===== src/rtl/port_pkg.sv =====
// Shared types and helpers for the multi-bank write port: FSM states,
// default widths and the (channel, group, lane) -> bank index mapping.
package port_pkg;

    typedef enum logic [1:0] {
        IDLE,
        XFER,
        DONE
    } state_t;

    localparam int DEF_BANK_W = 128;
    localparam int DEF_ADDR_W = 15;
    localparam int DEF_CNT_W  = 13;

    // Banks are laid out channel-major, then ping-pong group, then lane.
    function automatic int bank_idx(input int ch, input int grp, input int lane, input int split);
        return ch * 2 * split + grp * split + lane;
    endfunction

endpackage


===== src/rtl/port_arb.sv =====
// Per-channel start queue: pending latch, lowest-index-first grant and
// sticky collision errors for starts that hit a pending or active channel.
module port_arb #(
    parameter int NUM_CH = 2,
    parameter int CH_W   = 1
) (
    input  logic              clk,
    input  logic              rst,
    input  logic [NUM_CH-1:0] start,
    input  logic              grant_en,
    input  logic [NUM_CH-1:0] active,
    output logic              grant,
    output logic [CH_W-1:0]   grant_ch,
    output logic [NUM_CH-1:0] err
);

    logic [NUM_CH-1:0] pend;
    logic [NUM_CH-1:0] grant_mask;

    // Scanning downwards leaves the lowest pending index as the winner.
    always_comb begin
        grant      = 1'b0;
        grant_ch   = '0;
        grant_mask = '0;
        for (int c = NUM_CH - 1; c >= 0; c--) begin
            if (grant_en && pend[c]) begin
                grant    = 1'b1;
                grant_ch = CH_W'(c);
            end
        end
        if (grant) begin
            grant_mask[grant_ch] = 1'b1;
        end
    end

    always_ff @(posedge clk or posedge rst) begin
        if (rst) begin
            pend <= '0;
            err  <= '0;
        end else begin
            pend <= (pend & ~grant_mask) | (start & ~pend & ~active);
            err  <= err | (start & (pend | active));
        end
    end

endmodule


===== src/rtl/multi_bank_port.sv =====
// Multi-channel ping-pong bank loader: one transfer at a time, registered bank
// write port. Optional stall counter is enabled with macro PORT_STALL_CNT_EN.
module multi_bank_port
    import port_pkg::*;
#(
    parameter int NUM_CH = 2,
    parameter int SPLIT  = 2,
    parameter int BANK_W = DEF_BANK_W,
    parameter int DIN_W  = SPLIT * BANK_W,
    parameter int ADDR_W = DEF_ADDR_W,
    parameter int CNT_W  = DEF_CNT_W,
    parameter int NB     = NUM_CH * 2 * SPLIT
) (
    input  logic                 clk,
    input  logic                 rst,
    input  logic [NUM_CH-1:0]    start_i,
    input  logic [CNT_W-1:0]     tran_time_i,
    input  logic [DIN_W-1:0]     data_i,
    input  logic                 valid_i,
    output logic                 ready_o,
    output logic                 busy_o,
    output logic [NUM_CH-1:0]    done_o,
    output logic [NUM_CH-1:0]    pp_o,
    output logic [NUM_CH-1:0]    err_o,
    output logic [15:0]          stall_cnt_o,
    output logic [NB-1:0]        bce_o,
    output logic [NB*ADDR_W-1:0] bwaddr_o,
    output logic [NB*BANK_W-1:0] bwdata_o
);

    localparam int CH_W = (NUM_CH > 1) ? $clog2(NUM_CH) : 1;

    state_t            state;
    state_t            state_nxt;
    logic [CH_W-1:0]   act_ch;
    logic [CH_W-1:0]   grant_ch;
    logic [CNT_W-1:0]  len;
    logic [CNT_W-1:0]  beat_cnt;
    logic [ADDR_W-1:0] addr;
    logic [NUM_CH-1:0] pp;
    logic [NUM_CH-1:0] active;
    logic [NUM_CH-1:0] done;
    logic              grant;
    logic              accept;
    logic              last_beat;
    logic              pp_cur;

    assign ready_o   = (state == XFER);
    assign busy_o    = (state == XFER);
    assign accept    = valid_i & ready_o;
    assign last_beat = (beat_cnt + CNT_W'(1)) == len;
    assign pp_cur    = pp[act_ch];
    assign pp_o      = pp;
    assign done_o    = done;

    // The owning channel stays "active" through DONE so late starts flag an error.
    always_comb begin
        active = '0;
        if (state != IDLE) begin
            active[act_ch] = 1'b1;
        end
    end

    port_arb #(
        .NUM_CH (NUM_CH),
        .CH_W   (CH_W)
    ) u_arb (
        .clk      (clk),
        .rst      (rst),
        .start    (start_i),
        .grant_en (state == IDLE),
        .active   (active),
        .grant    (grant),
        .grant_ch (grant_ch),
        .err      (err_o)
    );

    always_comb begin
        state_nxt = state;
        done      = '0;
        case (state)
            IDLE: begin
                if (grant) begin
                    state_nxt = (tran_time_i == '0) ? DONE : XFER;
                end
            end
            XFER: begin
                if (accept && last_beat) begin
                    state_nxt = DONE;
                end
            end
            DONE: begin
                done[act_ch] = 1'b1;
                state_nxt    = IDLE;
            end
            default: state_nxt = IDLE;
        endcase
    end

    always_ff @(posedge clk or posedge rst) begin
        if (rst) begin
            state    <= IDLE;
            act_ch   <= '0;
            len      <= '0;
            beat_cnt <= '0;
            addr     <= '0;
            pp       <= '0;
        end else begin
            state <= state_nxt;
            if (grant) begin
                act_ch   <= grant_ch;
                len      <= tran_time_i;
                beat_cnt <= '0;
                addr     <= '0;
            end
            if (accept) begin
                beat_cnt <= beat_cnt + CNT_W'(1);
                addr     <= addr + ADDR_W'(1);
            end
            if (state == DONE) begin
                pp[act_ch] <= ~pp[act_ch];
            end
        end
    end

    // One register slice per bank; unstrobed banks keep their last address/data.
    for (genvar ch = 0; ch < NUM_CH; ch++) begin : g_ch
        for (genvar g = 0; g < 2; g++) begin : g_grp
            for (genvar l = 0; l < SPLIT; l++) begin : g_lane
                localparam int B = bank_idx(ch, g, l, SPLIT);
                logic              bce_r;
                logic [ADDR_W-1:0] addr_r;
                logic [BANK_W-1:0] data_r;
                logic              hit;

                assign hit = accept && (act_ch == CH_W'(ch)) && (pp_cur == 1'(g));

                always_ff @(posedge clk or posedge rst) begin
                    if (rst) begin
                        bce_r  <= 1'b0;
                        addr_r <= '0;
                        data_r <= '0;
                    end else begin
                        bce_r <= hit;
                        if (hit) begin
                            addr_r <= addr;
                            data_r <= data_i[l*BANK_W +: BANK_W];
                        end
                    end
                end

                assign bce_o[B]                     = bce_r;
                assign bwaddr_o[B*ADDR_W +: ADDR_W] = addr_r;
                assign bwdata_o[B*BANK_W +: BANK_W] = data_r;
            end
        end
    end

`ifdef PORT_STALL_CNT_EN
    logic [15:0] stall_cnt;

    always_ff @(posedge clk or posedge rst) begin
        if (rst) begin
            stall_cnt <= '0;
        end else if (grant) begin
            stall_cnt <= '0;
        end else if (state == XFER && !valid_i && stall_cnt != 16'hFFFF) begin
            stall_cnt <= stall_cnt + 16'd1;
        end
    end

    assign stall_cnt_o = stall_cnt;
`else
    assign stall_cnt_o = '0;
`endif

endmodule


===== config.mk =====
export PLATFORM = sky130hd
export DESIGN_NAME = multi_bank_port
export DESIGN_NICKNAME = d
export VERILOG_FILES = /design/src/rtl/port_pkg.sv /design/src/rtl/port_arb.sv /design/src/rtl/multi_bank_port.sv
export SDC_FILE = /design/constraint.sdc
export NUM_CORES = 2
export LEC_CHECK = 0
export ABC_CLOCK_PERIOD_IN_PS = 57100
export CORE_AREA = 2 2 567 569
export CTS_CLUSTER_DIAMETER = 80
export DETAILED_ROUTE_END_ITERATION = 10
export DIE_AREA = 0 0 569 571
export SYNTH_ARGS = -nofsm -noshare
export SYNTH_HDL_FRONTEND = slang
export SYNTH_SLANG_ARGS = --single-unit

===== constraint.sdc =====
create_clock -name clk -period 57.1 [get_ports clk]
set_input_delay 17.13 -clock clk [delete_from_list [all_inputs] [get_ports clk]]
set_output_delay 17.13 -clock clk [all_outputs]
set_load 0.05 [all_outputs]

==> flow_summary.toml <==
# implementation run metrics
[setup_path]
crit_cells = 6
worst_ep_arrival_ns = 21.43
crit_path_cell_trace = "clkdlybuf4s50_1 -> inv_8 -> buf_4 -> buf_4 -> buf_4 -> buf_12"
timing.critical_path.to = "g_ch[1].g_grp[0].g_lane[1].data_r[106]"
worst_r2r_path_depth = 8
reg2reg_from = "state[1]"
r2r_slack_ns = 52.81

[power_and_ir_drop]
cell_internal_pwr_w = 0.001470
clock_power_share_pct = 44.3
power.sequential.fraction_pct = 41.4
vdd.ir_drop.worst_mv = 0.02091
sw_frac_of_total_pct = 29.47
post-layout-total-power_w = 0.002085
power.share.combinational_pct = 14.3
power.density_cell_area_nw_per_um2 = 31.09
p_leak_nw = 30.61

[layout]
multi_input_comb_cells = 2418
buffers_excl_clock = 1480
logic_area_um2 = 13720
largest_class = "registers"

[clock_tree]
clock_tree.buffer_depth = 4
clk_root_buffer_cell = "clkbuf_16"
h_tree_level_count = 4

[logic_synthesis]
synthTopLogicFamily = "simple AND/OR/NAND/NOR gates"
yosys.stat.seqShare_pct = 65.08

[place]
routabilityCongestion = 0.9220

[route]
wl_met2_mm = 103.9
drt_first_iter_violations = 2420
dr_wl_met3_mm = 21.20
totalWireLength_mm = 222.5
dr.max_layer_used = "met5"
drt.antenna.violating_nets = 0

[timing]
fin_setup_tns_ns = 0
final_min_period_over_clock_period_pct = 36.26
hold_viol = 0
setup_viol_count_final = 0

[floorplanning]
core-area_um2 = 319300
die_area_um2 = 324900

[worst_hold_path]
holdPathEnd = "g_ch[1].g_grp[1].g_lane[1].data_r[4]"

[flow_run]
tool_warnings = 33

[status]
run_status = "complete, no violations"
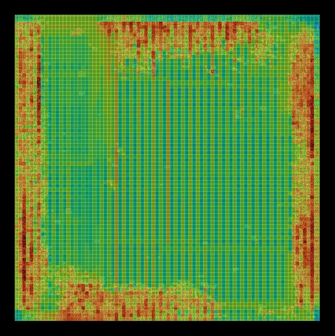
*Track usage over the die*
grt peak-use layer: met2
DR WL/cell: 23.37 µm
post-layout utilization of the core: 20.99%
met1 usage in global routing: 15.25%

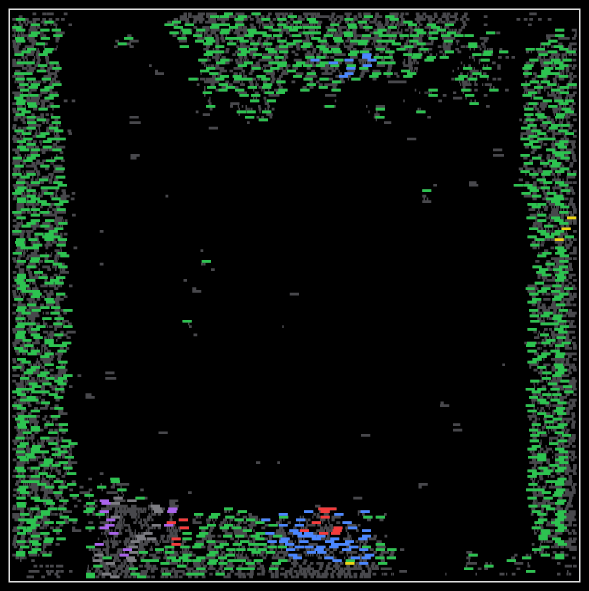
*Sequential cells colored by netlist name*
Drawn at 1 px/µm.
| name in the netlist | color | sequential cells |
|---|---|---|
| `addr` | red | 15 |
| `g_ch.g_grp.g_lane.addr_r` | blue | 60 |
| `g_ch.g_grp.g_lane.data_r` | green | 1024 |
| `g_ch.g_grp.g_lane.bce_r` | yellow | 4 |
| `len` | purple | 13 |

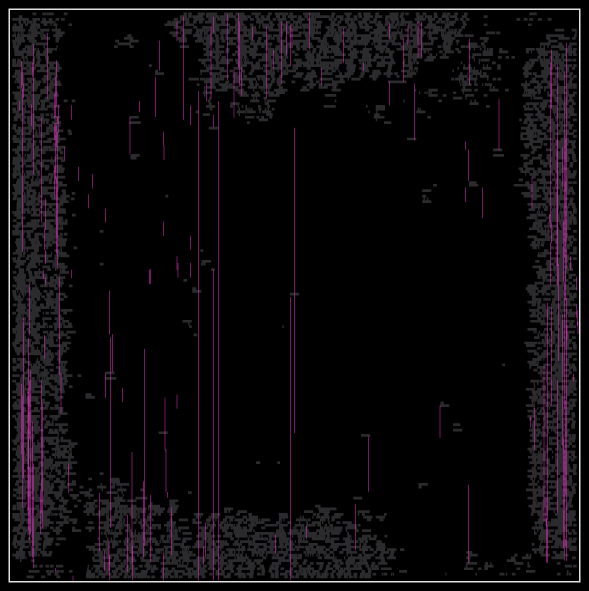
*Met4 routing*
Drawn at 1 px/µm. Cells faint in the background.
wire length on this layer: 11000 µm
nets with wire on the layer: 123
longest straight run: 490 µm
share of all routed wire: 4.9%

